File: src/rtl/memory_stage.sv
// Memory-access stage of the in-order RV32 pipeline: alignment check, byte-lane store packing,
// one outstanding req/ack data-bus transaction, load-data alignment and sign/zero extension.
// Ports: pipeline inputs (valid_in, valE, valB, memory controls); registered bus master
// (mem_req/we/addr/wdata/wstrb, mem_ack/rdata); results to write-back (valM, valid_out,
// stall, misaligned).
module memory_stage #(
    parameter int XLEN = 32
) (
    input  logic            clk,
    input  logic            rst,
    input  logic            valid_in,
    input  logic [XLEN-1:0] valE,
    input  logic [XLEN-1:0] valB,
    input  logic            mem_read_en,
    input  logic            mem_write_en,
    input  logic [1:0]      mem_width,
    input  logic            sign_extend,
    output logic            mem_req,
    output logic            mem_we,
    output logic [XLEN-1:0] mem_addr,
    output logic [XLEN-1:0] mem_wdata,
    output logic [3:0]      mem_wstrb,
    input  logic            mem_ack,
    input  logic [XLEN-1:0] mem_rdata,
    output logic [XLEN-1:0] valM,
    output logic            valid_out,
    output logic            stall,
    output logic            misaligned
);

    typedef enum logic [1:0] {
        IDLE = 2'd0,
        BUSY = 2'd1,
        DONE = 2'd2
    } state_t;

    state_t          state_q, state_d;
    logic            req_q;
    logic            we_q;
    logic [XLEN-1:0] addr_q;
    logic [XLEN-1:0] wdata_q;
    logic [3:0]      wstrb_q;
    logic [1:0]      lane_q;
    logic [1:0]      width_q;
    logic            sext_q;
    logic [XLEN-1:0] valm_q;

    logic            mem_op;
    logic            bad_access;
    logic            accept;
    logic            ack_hit;
    logic [XLEN-1:0] wdata_d;
    logic [3:0]      wstrb_d;
    logic [XLEN-1:0] rdata_shifted;
    logic [XLEN-1:0] load_val;
    logic [XLEN-1:0] valm_d;

    // Request decode and alignment check.
    always_comb begin
        mem_op     = valid_in & (mem_read_en | mem_write_en);
        bad_access = ((mem_width == 2'b01) & valE[0])
                   | ((mem_width == 2'b10) & (|valE[1:0]))
                   | (mem_width == 2'b11);
        accept     = (state_q == IDLE) & mem_op & ~bad_access;
        // Ack only counts against a live request; a stray ack after reset is dropped.
        ack_hit    = (state_q == BUSY) & req_q & mem_ack;
    end

    // Store data is replicated across lanes so the strobe alone selects the bytes written.
    always_comb begin
        wdata_d = valB;
        wstrb_d = 4'b1111;
        case (mem_width)
            2'b00: begin
                wdata_d = {4{valB[7:0]}};
                wstrb_d = 4'b0001 << valE[1:0];
            end
            2'b01: begin
                wdata_d = {2{valB[15:0]}};
                wstrb_d = 4'b0011 << valE[1:0];
            end
            default: begin
                wdata_d = valB;
                wstrb_d = 4'b1111;
            end
        endcase
    end

    // Load alignment uses the lane/width/sign captured at issue, not the live inputs.
    always_comb begin
        rdata_shifted = mem_rdata >> {lane_q, 3'b000};
        case (width_q)
            2'b00:   load_val = {{(XLEN-8){sext_q & rdata_shifted[7]}}, rdata_shifted[7:0]};
            2'b01:   load_val = {{(XLEN-16){sext_q & rdata_shifted[15]}}, rdata_shifted[15:0]};
            default: load_val = rdata_shifted;
        endcase
        valm_d = we_q ? '0 : load_val;
    end

    // Next-state and handshake outputs.
    always_comb begin
        state_d    = state_q;
        valid_out  = 1'b0;
        stall      = 1'b0;
        misaligned = 1'b0;
        case (state_q)
            IDLE: begin
                if (valid_in) begin
                    if (!mem_op) begin
                        valid_out = 1'b1;
                    end else if (bad_access) begin
                        misaligned = 1'b1;
                        valid_out  = 1'b1;
                    end else begin
                        stall   = 1'b1;
                        state_d = BUSY;
                    end
                end
            end
            BUSY: begin
                stall = 1'b1;
                if (ack_hit) begin
                    state_d = DONE;
                end
            end
            DONE: begin
                valid_out = 1'b1;
                state_d   = IDLE;
            end
            default: state_d = IDLE;
        endcase
    end

    always_ff @(posedge clk or posedge rst) begin
        if (rst) begin
            state_q <= IDLE;
            req_q   <= 1'b0;
            we_q    <= 1'b0;
            addr_q  <= '0;
            wdata_q <= '0;
            wstrb_q <= 4'b0000;
            lane_q  <= 2'b00;
            width_q <= 2'b00;
            sext_q  <= 1'b0;
            valm_q  <= '0;
        end else begin
            state_q <= state_d;
            if (accept) begin
                req_q   <= 1'b1;
                we_q    <= mem_write_en;
                addr_q  <= {valE[XLEN-1:2], 2'b00};
                wdata_q <= wdata_d;
                wstrb_q <= wstrb_d;
                lane_q  <= valE[1:0];
                width_q <= mem_width;
                sext_q  <= sign_extend;
            end else if (ack_hit) begin
                req_q  <= 1'b0;
                valm_q <= valm_d;
            end
        end
    end

    assign mem_req   = req_q;
    assign mem_we    = we_q;
    assign mem_addr  = addr_q;
    assign mem_wdata = wdata_q;
    assign mem_wstrb = wstrb_q;
    // Result is only presented in DONE; rejected and non-memory instructions see zero.
    assign valM      = (state_q == DONE) ? valm_q : '0;

endmodule
File: config.mk
export PLATFORM = sky130hd
export DESIGN_NAME = memory_stage
export DESIGN_NICKNAME = d
export VERILOG_FILES = /design/src/rtl/memory_stage.sv
export SDC_FILE = /design/constraint.sdc
export NUM_CORES = 1
export LEC_CHECK = 0
export CORE_ASPECT_RATIO = 1.4
export CORE_MARGIN = 4
export CORE_UTILIZATION = 49
export CTS_BUF_LIST = sky130_fd_sc_hd__clkbuf_4 sky130_fd_sc_hd__clkbuf_8
export CTS_CLUSTER_DIAMETER = 80
export DETAILED_ROUTE_END_ITERATION = 12
export PLACE_DENSITY = 0.86
export SLEW_MARGIN = 20
export SYNTH_ARGS = -nofsm -noshare
export SYNTH_HDL_FRONTEND = slang
export SYNTH_SLANG_ARGS = --single-unit
File: constraint.sdc
create_clock -name clk -period 5.9 [get_ports clk]
set_input_delay 1.18 -clock clk [delete_from_list [all_inputs] [get_ports clk]]
set_output_delay 1.18 -clock clk [all_outputs]
set_load 0.05 [all_outputs]
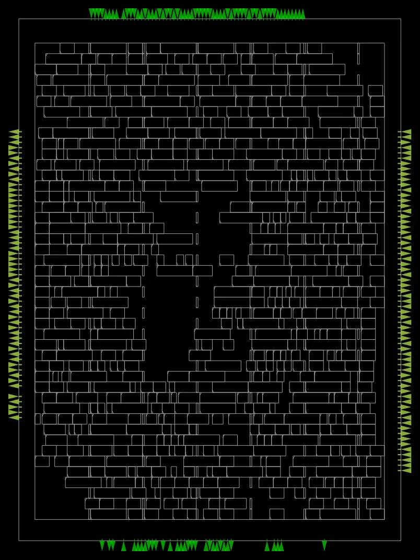
**Above:** run 1 (placed standard cells).
flop share of the area: 34.47%
core area: 10,980 sq um
Flops: 107
tap cells: 141

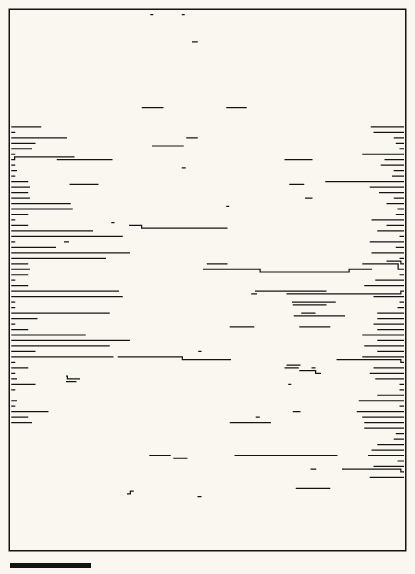
**Above:** run 1 (M3 wires).
Bar = 20 um.
share of all routed wire: 7.6%
longest straight run: 29.2 um

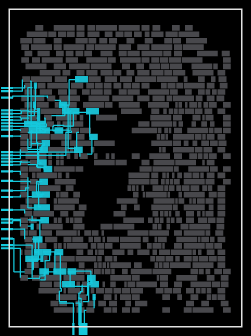
**Above:** run 1 (wires at chosen ports, followed through buffers).
legend:
  cyan:
    port: `valB`
    bits: 32
    direction: input
    edge: 27 left, 5 bottom
    end_cells: 40
    buffers: 32
    wire: 897 um

==> results.txt, run 1 <==
Layout Nets - 747
layout cells sized above 1 - 15.30%
Max-area cell share - 48.13%
metal2 WL - 8227 um
later-pin clock latency in the skew report - 370 ps
net switching share of the total power - 45.83%
Synthesis Warnings - 0
Worst path depth - 6
top cells by count - dfrtp_1 (107), mux2_4 (53), o21ai_0 (51), mux2i_1 (37), and2_1 (32)
clk sinks - 107
worst hold endpoint - valm_q[11]
Min Hold Slack - 483.5 ps
Combinational Area - 2592 sq um
Final GP Congestion - 0.8121
Layout Area Growth over Synthesis - 39.65%
post-route ant nets - 0
Netlist Area Pre-Place - 5563 sq um
yosys aoi share - 12.48%
Netlist cell types - 46
number of remaining DRC errors - 0
Buffers, non-clock - 212
Clock Skews - 11.63 ps
f_max - 218.1 MHz
Largest cell class - sequential cells
hold_buf cts - 0
Die Ht - 134.1 um
pre-CTS worst setup slack - 1322 ps
Design Area, Final - 7769 sq um
grt peak-use layer - met2
vias in the first global route - 4,663
Max FO, Critical Path - 14
vias per std cell - 5.518
gr usage total - 23.46%
comb_multi_in - 307
XOR/XNOR Fraction of Synth Area - 0.1574%
multi-input combinational area share - 33.37%
leading power group - combinational logic
Yosys Instances - 457
Clk pwr share - 10.7%
Top logic family - multiplexers
status - finished clean
Synth Instances - 457
Cells after DPL - 772
CP Launch Type - input pin
Worst Setup EP - misaligned
endpoints failing setup - 0
number of synthesized flops with an enable pin - 0
Simple-Gate Fraction of Synth Area - 9.829%
Flop area - 2678 sq um
DR WL met3 - 1183 um
CTS tree - yes
delay-heaviest family, CP - buffers and inverters
antenna violations before repair - 0
Max Transition Viols Final - 0
Clock transition at path regs - 90 ps
WP data arrival - 3400 ps
clk pwr - 0.451 mW
fin util - 70.76%
Die Wd - 98.05 um
WP data required - 4720 ps
gr ovfl total - 0
Die Area - 13,150 sq um
met3 GRT Util - 7.024%
slew margin rel. - 28.49%
Top cell excl fill/tap - clkdlybuf4s50_1
RSZ-0062 raised after global routing - no
buffers and inverters on the worst path - 3
H-tree Lvls - 3
final number of hold-violating endpoints - 0
slowest stage delay, CP - 850 ps
invs w/o clock - 5
sequential share of the synthesized area - 48.13%
final setup margin - 1315 ps
number of buffers created by CTS - 9
R2R Setup Slk - 2920 ps
clk root buf - clkbuf_8
mux share - 24.00%
Yosys top cell by area - dfrtp_1
GR Util met2 - 42.73%
core utilization before placement - 50.67%
combinational cell power - 2.42 mW
routed vias - 4,348
post-DP HPWL - 11,950 um
fillers - 808
num ports - 210
Critical Path End Type - output pin
Synth flops - 107
wl on met1 - 5629 um
==> run 2: changes to the inputs <==
--- a/config.mk
+++ b/config.mk
@@ -7,11 +7,11 @@
 export LEC_CHECK = 0
 export CORE_ASPECT_RATIO = 1.4
 export CORE_MARGIN = 4
-export CORE_UTILIZATION = 49
+export CORE_UTILIZATION = 46
 export CTS_BUF_LIST = sky130_fd_sc_hd__clkbuf_4 sky130_fd_sc_hd__clkbuf_8
 export CTS_CLUSTER_DIAMETER = 80
 export DETAILED_ROUTE_END_ITERATION = 12
-export PLACE_DENSITY = 0.86
+export PLACE_DENSITY = 0.81
 export SLEW_MARGIN = 20
 export SYNTH_ARGS = -nofsm -noshare
 export SYNTH_HDL_FRONTEND = slang
==> constraint.sdc (replaced) <==
create_clock -name clk -period 4.8 [get_ports clk]
set_input_delay 0.96 -clock clk [delete_from_list [all_inputs] [get_ports clk]]
set_output_delay 0.96 -clock clk [all_outputs]
set_load 0.05 [all_outputs]
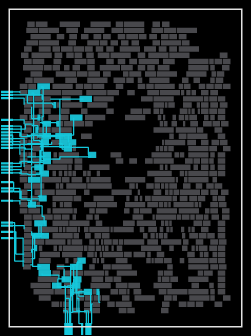
**Above:** run 2 (wires at chosen ports, followed through buffers).
legend:
  cyan:
    port: `valB`
    bits: 32
    direction: input
    edge: 24 left, 8 bottom
    end_cells: 40
    buffers: 32
    wire: 933 um

==> run 2 against run 1 <==
Routed wire length is 1.2% lower; synthesized cell count stayed put; clock-buffer cell count unchanged; non-clock buffer count rose by 3; core utilization down 4.3 points; clock power rose by 36%; first-iteration DRC count up 45%; highest routed layer unchanged; critical endpoint is now valid_out; global-route usage down 1.6 points; hold slack improved by 4.9 ps; flip-flop count did not move; via count barely moved; clock skew fell by 2.2 ps.
==> results.txt, run 2 <==
status - finished clean (unchanged)
R2R Setup Slk - 2260 ps (was 2920 ps)
gr usage total - 21.86% (was 23.46%)
mux share - 24.00% (unchanged)
Top logic family - multiplexers (unchanged)
number of remaining DRC errors - 0 (unchanged)
post-route ant nets - 0 (unchanged)
H-tree Lvls - 3 (unchanged)
Synthesis Warnings - 0 (unchanged)
final setup margin - 837.1 ps (was 1315 ps)
pre-CTS worst setup slack - 859.2 ps (was 1322 ps)
XOR/XNOR Fraction of Synth Area - 0.1574% (unchanged)
clk root buf - clkbuf_8 (unchanged)
vias per std cell - 5.452 (was 5.518)
Layout Area Growth over Synthesis - 41.14% (was 39.65%)
top cells by count - dfrtp_1 (107), mux2_4 (53), o21ai_0 (51), mux2i_1 (37), and2_1 (32) (unchanged)
tap cells - 147 (was 141)
Max-area cell share - 48.13% (unchanged)
invs w/o clock - 5 (unchanged)
worst hold endpoint - valm_q[11] (unchanged)
metal2 WL - 8040 um (was 8227 um)
Synth Instances - 457 (unchanged)
Critical Path End Type - output pin (unchanged)
grt peak-use layer - met2 (unchanged)
Min Hold Slack - 488.4 ps (was 483.5 ps)
post-DP HPWL - 11,660 um (was 11,950 um)
endpoints failing setup - 0 (unchanged)
delay-heaviest family, CP - buffers and inverters (unchanged)
core utilization before placement - 47.06% (was 50.67%)
Die Wd - 100.9 um (was 98.05 um)
Top cell excl fill/tap - clkdlybuf4s50_1 (unchanged)
Die Ht - 138.1 um (was 134.1 um)
Synth flops - 107 (unchanged)
number of buffers created by CTS - 9 (unchanged)
buffers and inverters on the worst path - 3 (unchanged)
Yosys Instances - 457 (unchanged)
comb_multi_in - 307 (unchanged)
later-pin clock latency in the skew report - 380 ps (was 370 ps)
yosys aoi share - 12.48% (unchanged)
No activity file was given, so power comes from the tool's default toggle rates.
